`config.mk`:
```
export PLATFORM = sky130hd
export DESIGN_NAME = mem_port_arbiter
export DESIGN_NICKNAME = d
export VERILOG_FILES = /design/src/rtl/mem_port_arbiter_pkg.sv /design/src/rtl/mem_port_arbiter_tag_pipe.sv /design/src/rtl/mem_port_arbiter.sv
export SDC_FILE = /design/constraint.sdc
export NUM_CORES = 1
export LEC_CHECK = 0
export ABC_AREA = 1
export CORE_ASPECT_RATIO = 0.6
export CORE_MARGIN = 3
export CORE_UTILIZATION = 23
export CTS_CLUSTER_DIAMETER = 60
export DETAILED_ROUTE_END_ITERATION = 16
export GPL_TIMING_DRIVEN = 1
export PLACE_DENSITY = 0.82
export SYNTH_ARGS = -nofsm -noshare
export SYNTH_HDL_FRONTEND = slang
export SYNTH_HIERARCHICAL = 1
export SYNTH_SLANG_ARGS = --single-unit
export TNS_END_PERCENT = 30
```
`constraint.sdc`:
```
create_clock -name clk -period 2.15 [get_ports clk]
set_clock_uncertainty 0.2 [all_clocks]
set_input_delay 0.5375 -clock clk [delete_from_list [all_inputs] [get_ports clk]]
set_output_delay 0.5375 -clock clk [all_outputs]
set_load 0.05 [all_outputs]
```
`src/rtl/mem_port_arbiter_pkg.sv`:
```
`default_nettype none
// ============================================================================
// Module      : mem_port_arbiter_pkg
// Description : Shared types for the unified-memory port arbiter. It defines
//               the owner encoding of a read tag, the arbitration FSM states,
//               the {valid, owner} tag carried through the read-latency
//               pipeline, and a helper that clears a fetch-owned tag on flush.
// Revision    : 1.0 - initial release
// ============================================================================
package mem_port_arbiter_pkg;

  localparam logic OWN_FETCH = 1'b0;
  localparam logic OWN_DATA  = 1'b1;

  // Width of the per-cycle count of invalidated fetch tags (RD_LAT <= 4).
  localparam int DROP_W = 3;

  typedef enum logic [0:0] {
    ST_NORMAL      = 1'b0,
    ST_FORCE_FETCH = 1'b1
  } arb_state_e;

  typedef struct packed {
    logic valid;
    logic owner;
  } arb_tag_t;

  // A tag survives a flush unless it belongs to fetch.
  function automatic arb_tag_t flush_tag(arb_tag_t t, logic kill);
    arb_tag_t r;
    r = t;
    if (kill && (t.owner == OWN_FETCH)) r.valid = 1'b0;
    return r;
  endfunction

endpackage
`default_nettype wire

```
`src/rtl/mem_port_arbiter_tag_pipe.sv`:
```
`default_nettype none
// ============================================================================
// Module      : arb_tag_pipe
// Description : RD_LAT-deep shift register of read tags. Stage 0 captures
//               the tag of the access granted this cycle; the last stage is
//               the tag of the read whose data is on mem_rdata now. A flush
//               invalidates every fetch-owned tag as it advances, so fetches
//               already in flight never return. The tag entering stage 0 in
//               the flush cycle is the redirect target and is kept.
// Ports       : clk, rst_n  - clock, async active-low reset
//               flush       - drop in-flight fetch tags
//               tag_in      - tag of this cycle's grant
//               tag_out     - tag aligned with mem_rdata
//               drop_cnt    - fetch tags invalidated this cycle
//                             (only with MEM_ARB_STATS_EN defined)
// Revision    : 1.0 - initial release
// ============================================================================
module arb_tag_pipe
  import mem_port_arbiter_pkg::*;
#(
  parameter int RD_LAT = 1
) (
  input  logic     clk,
  input  logic     rst_n,
  input  logic     flush,
  input  arb_tag_t tag_in,
  output arb_tag_t tag_out
`ifdef MEM_ARB_STATS_EN
  ,
  output logic [DROP_W-1:0] drop_cnt
`endif
);

  arb_tag_t r_stage [RD_LAT];

  always_ff @(posedge clk or negedge rst_n) begin
    if (!rst_n) begin
      for (int i = 0; i < RD_LAT; i++) r_stage[i] <= '0;
    end else begin
      r_stage[0] <= tag_in;
      for (int i = 1; i < RD_LAT; i++) r_stage[i] <= flush_tag(r_stage[i-1], flush);
    end
  end

  // The last stage is delivered this cycle, so only stages that still
  // advance can be invalidated.
  assign tag_out = r_stage[RD_LAT-1];

`ifdef MEM_ARB_STATS_EN
  always_comb begin
    drop_cnt = '0;
    for (int i = 0; i < RD_LAT - 1; i++) begin
      if (flush && r_stage[i].valid && (r_stage[i].owner == OWN_FETCH))
        drop_cnt = drop_cnt + DROP_W'(1);
    end
  end
`endif

endmodule
`default_nettype wire

```
`src/rtl/mem_port_arbiter.sv`:
```
`default_nettype none
// ============================================================================
// Module      : mem_port_arbiter
// Description : Shares the single-port 16-bit unified memory between
//               instruction fetch and the load/store port. One grant per
//               cycle; data wins conflicts until it has won STREAK_MAX times
//               in a row against a waiting fetch, after which fetch is forced
//               through once. Reads are tagged so the response returns to its
//               owner RD_LAT cycles later; flush discards in-flight fetches.
//               Optional build macro MEM_ARB_STATS_EN adds conflict_cnt and
//               flush_drop_cnt saturating counters.
// Ports       : clk, rst_n                     - clock, async active-low reset
//               if_req/if_addr/if_gnt          - fetch request side
//               if_rvalid/if_rdata             - fetch response
//               d_req/d_we/d_addr/d_wdata/d_gnt- load/store request side
//               d_rvalid/d_rdata               - load response
//               flush                          - taken branch
//               mem_en/mem_we/mem_addr/mem_wdata/mem_rdata - memory macro
// Revision    : 1.0 - initial release
// ============================================================================
module mem_port_arbiter
  import mem_port_arbiter_pkg::*;
#(
  parameter int RD_LAT     = 1,
  parameter int STREAK_MAX = 4
) (
  input  logic        clk,
  input  logic        rst_n,
  input  logic        if_req,
  input  logic [15:0] if_addr,
  output logic        if_gnt,
  output logic        if_rvalid,
  output logic [15:0] if_rdata,
  input  logic        d_req,
  input  logic        d_we,
  input  logic [15:0] d_addr,
  input  logic [15:0] d_wdata,
  output logic        d_gnt,
  output logic        d_rvalid,
  output logic [15:0] d_rdata,
  input  logic        flush,
  output logic        mem_en,
  output logic        mem_we,
  output logic [15:0] mem_addr,
  output logic [15:0] mem_wdata,
  input  logic [15:0] mem_rdata
`ifdef MEM_ARB_STATS_EN
  ,
  output logic [15:0] conflict_cnt,
  output logic [15:0] flush_drop_cnt
`endif
);

  localparam logic [3:0] C_STREAK_MAX = 4'(STREAK_MAX);

  arb_state_e r_state;
  arb_state_e w_state_nxt;
  logic [3:0] r_streak;
  logic [3:0] w_streak_nxt;
  arb_tag_t   w_tag_in;
  arb_tag_t   w_tag_out;

  // State register.
  always_ff @(posedge clk or negedge rst_n) begin
    if (!rst_n) begin
      r_state  <= ST_NORMAL;
      r_streak <= 4'd0;
    end else begin
      r_state  <= w_state_nxt;
      r_streak <= w_streak_nxt;
    end
  end

  // Next state. The streak only counts data wins that made fetch wait; the
  // switch to FORCE_FETCH happens on the edge where the count reaches
  // STREAK_MAX so fetch wins the very next conflict.
  always_comb begin
    w_streak_nxt = r_streak;
    if (if_gnt || !if_req)
      w_streak_nxt = 4'd0;
    else if (d_gnt)
      w_streak_nxt = r_streak + 4'd1;

    w_state_nxt = r_state;
    if (r_state == ST_NORMAL) begin
      if (w_streak_nxt >= C_STREAK_MAX) w_state_nxt = ST_FORCE_FETCH;
    end else begin
      if (if_gnt) w_state_nxt = ST_NORMAL;
    end
  end

  // Grants. Held low during reset so the memory sees no access.
  always_comb begin
    if_gnt = 1'b0;
    d_gnt  = 1'b0;
    if (rst_n) begin
      if ((r_state == ST_FORCE_FETCH) && if_req)
        if_gnt = 1'b1;
      else if (d_req)
        d_gnt = 1'b1;
      else if (if_req)
        if_gnt = 1'b1;
    end
  end

  assign mem_en    = if_gnt | d_gnt;
  assign mem_we    = d_gnt & d_we;
  assign mem_addr  = if_gnt ? if_addr : (d_gnt ? d_addr : 16'h0000);
  assign mem_wdata = d_gnt ? d_wdata : 16'h0000;

  // Stores produce no response, so they enter the pipe as an invalid tag.
  assign w_tag_in.valid = if_gnt | (d_gnt & ~d_we);
  assign w_tag_in.owner = d_gnt ? OWN_DATA : OWN_FETCH;

`ifdef MEM_ARB_STATS_EN
  logic [DROP_W-1:0] w_drop_cnt;
`endif

  arb_tag_pipe #(
    .RD_LAT (RD_LAT)
  ) u_tag_pipe (
    .clk     (clk),
    .rst_n   (rst_n),
    .flush   (flush),
    .tag_in  (w_tag_in),
    .tag_out (w_tag_out)
`ifdef MEM_ARB_STATS_EN
    ,
    .drop_cnt(w_drop_cnt)
`endif
  );

  assign if_rvalid = w_tag_out.valid & (w_tag_out.owner == OWN_FETCH);
  assign d_rvalid  = w_tag_out.valid & (w_tag_out.owner == OWN_DATA);
  assign if_rdata  = mem_rdata;
  assign d_rdata   = mem_rdata;

`ifdef MEM_ARB_STATS_EN
  logic [15:0] r_conflict_cnt;
  logic [15:0] r_flush_drop_cnt;
  logic [16:0] w_drop_sum;

  assign w_drop_sum = {1'b0, r_flush_drop_cnt} + 17'(w_drop_cnt);

  always_ff @(posedge clk or negedge rst_n) begin
    if (!rst_n) begin
      r_conflict_cnt   <= 16'h0000;
      r_flush_drop_cnt <= 16'h0000;
    end else begin
      if (if_req && d_req && (r_conflict_cnt != 16'hFFFF))
        r_conflict_cnt <= r_conflict_cnt + 16'h0001;
      r_flush_drop_cnt <= w_drop_sum[16] ? 16'hFFFF : w_drop_sum[15:0];
    end
  end

  assign conflict_cnt   = r_conflict_cnt;
  assign flush_drop_cnt = r_flush_drop_cnt;
`endif

endmodule
`default_nettype wire

```
### The metal 1 layer

Cells faint in the background.
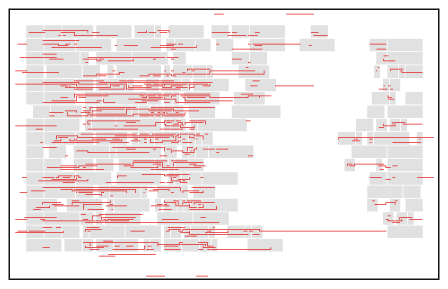
The layer carries 1530 µm of wire. The longest straight run is 28.1 µm. The wires run mostly horizontal. The layer holds 34% of the routed length. 215 nets have wire on it.

==> qor.yml <==
logic_synthesis:
  syn_inst: 138
  top_cell_area_share_pct: 28.1
  synth.avg_cell_area_um2: 6.59
  yosys_warnings: 6
  area_leaders: "buf_4 (28%), dfrtp_1 (19%), a22o_1 (15%)"
  flop_cell: "dfrtp_1"
  synth-seq-cells: 7
  edf_count: 0
  yosysTopAreaCell: "buf_4"
  most_common_cell: "buf_4"
  fp_nets: 209
  top_cells_by_count: "buf_4 (34), inv_1 (27), nor2_1 (21), nand2_1 (18), a22o_1 (16)"
  ys_cells: 138
  postSynthSeqShare_pct: 19.3
  yosys_area_um2: 910
  syn-cell-area_um2: 910
  async_flop_share_pct: 100
  ys_types: 16
final_timing:
  slew_headroom_pct: 75.6
  grt_setup_unrepaired: "true"
  worst_pin_slew_ns: 0.365
  min_period_ns: 2.23
  maxSlewViolCount: 0
  fin_ws_ns: -0.0788
  period_used_pct: 104
  setup_viol: 18
  hold_viol: 0
  max_freq_mhz: 449
global_route:
  globalRouteTotalUtil_pct: 18.3
  grt_first_pass_wirelength_um: 6470
  antenna_found_initial: 0
  grt_pass1_vias: 1329
  grt_max_degree: 23
  grt_overflow_total: 0
pwr:
  swShare_pct: 37.5
  p_leak_nw: 1.13
  seqPwrFrac_pct: 16.1
  clock_power_share_pct: 22.3
  p_int_w: 0.000557
  ir_drop_uv: 300
  p_comb_share_pct: 61.6
  power_density_nw_per_um2: 371
  switchingPower_w: 0.000335
run_status:
  violations: "negative setup slack"
  status: "complete, but fails checks"
critical_path:
  r2r_slack_ns: 0.40
  worst_setup_path_start_kind: "register"
  reg2reg_from: "r_state"
  cp.required_ns: 1.41
  worstPathArrival_ns: 1.49
  timing.rr.end: "r_state"
  rr_worst_depth: 6
  worstPathMaxFanout: 8
  crit_type: "register to output port"
  end_kind: "output port"
clock_network:
  htree_levels: 1
  cts_tree: "yes"
  root_buffer: "clkbuf_8"
  clock.latency.late_pin_ns: 0.24
  clockBufferDepth: 2
  cts_buffers: 3
  path_clk_slew_ns: 0.05
  cts_sinks: 7
die:
  die_area_um2: 4770
  die_w_um: 87.2
  die_h_um: 54.7
  io_pins: 140
  num_rows: 17
  coreArea_um2: 3740
  fp_util_pct: 24.3
detailed_routing:
  routed_wl_um: 4450
  highest_layer: "met4"
  ant_nets: 0
  drt-initial-drc-count: 31
  drt-met1-wl_um: 1530
  viasPerCell: 4.78
  dr.pass1.iters: 4
  drc: 0
  route.met3.wl_um: 602
  vias: 1223
  met2_length_um: 2190
  routedWlPerCell_um: 17.4
flow_run:
  max_cap_violations: 0
  warning_count: 30
hold_path:
  hp-class: "input port to async pin"
cells_and_area:
  final_cells: 256
  area_growth_syn_to_layout_pct: 164
  fin_area_um2: 2400
  diodes: 0
  drive_above_1_share_pct: 46.9
  layout.nets: 281
placement:
  hpwl_um: 2710
  port-buffer-count: 90
  place_inst: 245
  place_ws_ns: -0.495
  gp_congestion: 0.761
  dpl_cell_area_um2: 2110
### The metal 2 layer

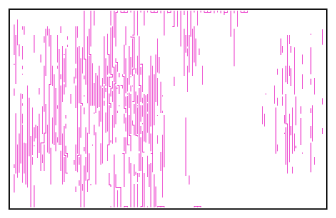
The wires run mostly vertical. The longest straight run is 29.2 µm. The layer holds 49% of the routed length. The layer carries 2190 µm of wire. 252 nets have wire on it.

[placed cells by master (no fill, tap or decap), types with 2 or more instances in the layout]
| cell | n |
|---|---|
| dfrtp_1 | 7 |
| inv_1 | 25 |
| clkbuf_8 | 3 |
| a22o_4 | 16 |
| buf_16 | 2 |
| clkdlybuf4s50_1 | 48 |
| a21oi_1 | 5 |
| nor2_2 | 17 |
| inv_2 | 2 |
| nand2_2 | 2 |
| buf_4 | 8 |
| nor2_1 | 4 |
| buf_12 | 39 |
| nand2_1 | 15 |
| buf_6 | 4 |
[final cells by class]
cell class                 count  area [µm²]
timing repair buffer         104        1450
inverter                      27         101
multi-input combinational     67         572
clock buffer                   4        45.0
fill                         252        1340
sequential                     7         175
tap                           47        58.8
[metal layers]
layer  vias to the layer above  track usage (%)
li1                        539                -
met1                       557             18.6
met2                       112             33.0
met3                        15             7.97
met4                         0             8.93
met5                         -                0
[cell families after synthesis]
family	Yosys count	share of synthesized area, %
flops	7	19.3
fa+ha+maj	1	1.38
simple gates	42	18.2
buf+inv	64	40.7
compound gates	24	20.5
[sequential cells by signal, indices dropped and copies added (netlist names)]
signal / flops
r_state: 1
r_streak: 4
u_tag_pipe/tag_out: 2
[worst max-delay path, cell delays in order, from the launching register on]
cell,delay [ns]
dfrtp_1,0.43
inv_2,0.09
a21oi_4,0.28
buf_8,0.19
a22o_4,0.14
buf_12,0.13
[worst max-delay path by stage]
stage / start / endpoint / slack [ns] / cells past startpoint
2_1_floorplan: if_req / mem_wdata[10] / -0.15 / 4
3_3_place_gp: rst_n / mem_addr[4] / -0.44 / 6
3_5_place_dp: rst_n / mem_addr[6] / -0.50 / 6
4_1_cts: if_req / mem_addr[0] / -0.03 / 7
5_1_grt: r_state / mem_addr[10] / -0.07 / 6
6_report: r_state / mem_addr[3] / -0.08 / 5
[per-stage QoR]
stage	hold WS (ns)	utilization [%]	setup TNS (ns)	total power, W
floorplan	0.0419	-	-2.49	0.000502
global placement	0.343	56.5	-12.50	0.000622
detailed placement	0.355	56.5	-13.86	0.000630
CTS	0.0249	63.2	-0.143	0.000858
global route	0.0259	64.2	-1.12	0.000925
finish	0.0229	64.2	-1.05	0.000892
[power by group through the flow]
stage / Sequential, W / Clock, W / Combinational (W)
after global placement: 0.000143 / 0 / 0.000480
final: 0.000144 / 0.000199 / 0.000550
after detailed placement: 0.000143 / 0 / 0.000487
after floorplan: 0.000142 / 0 / 0.000360
after global routing: 0.000144 / 0.000210 / 0.000571
after CTS: 0.000142 / 0.000186 / 0.000530
[repair_timing]
item | 4_1_cts | 5_1_grt
hold buffers | 0 | 0
endpoints found under the setup margin | 36 | 34
setup buffers | 5 | 1
gates resized | 36 | 23
pin swaps | 10 | 10
cloned | 3 | 0
No activity file was given, so power comes from the tool's default toggle rates.
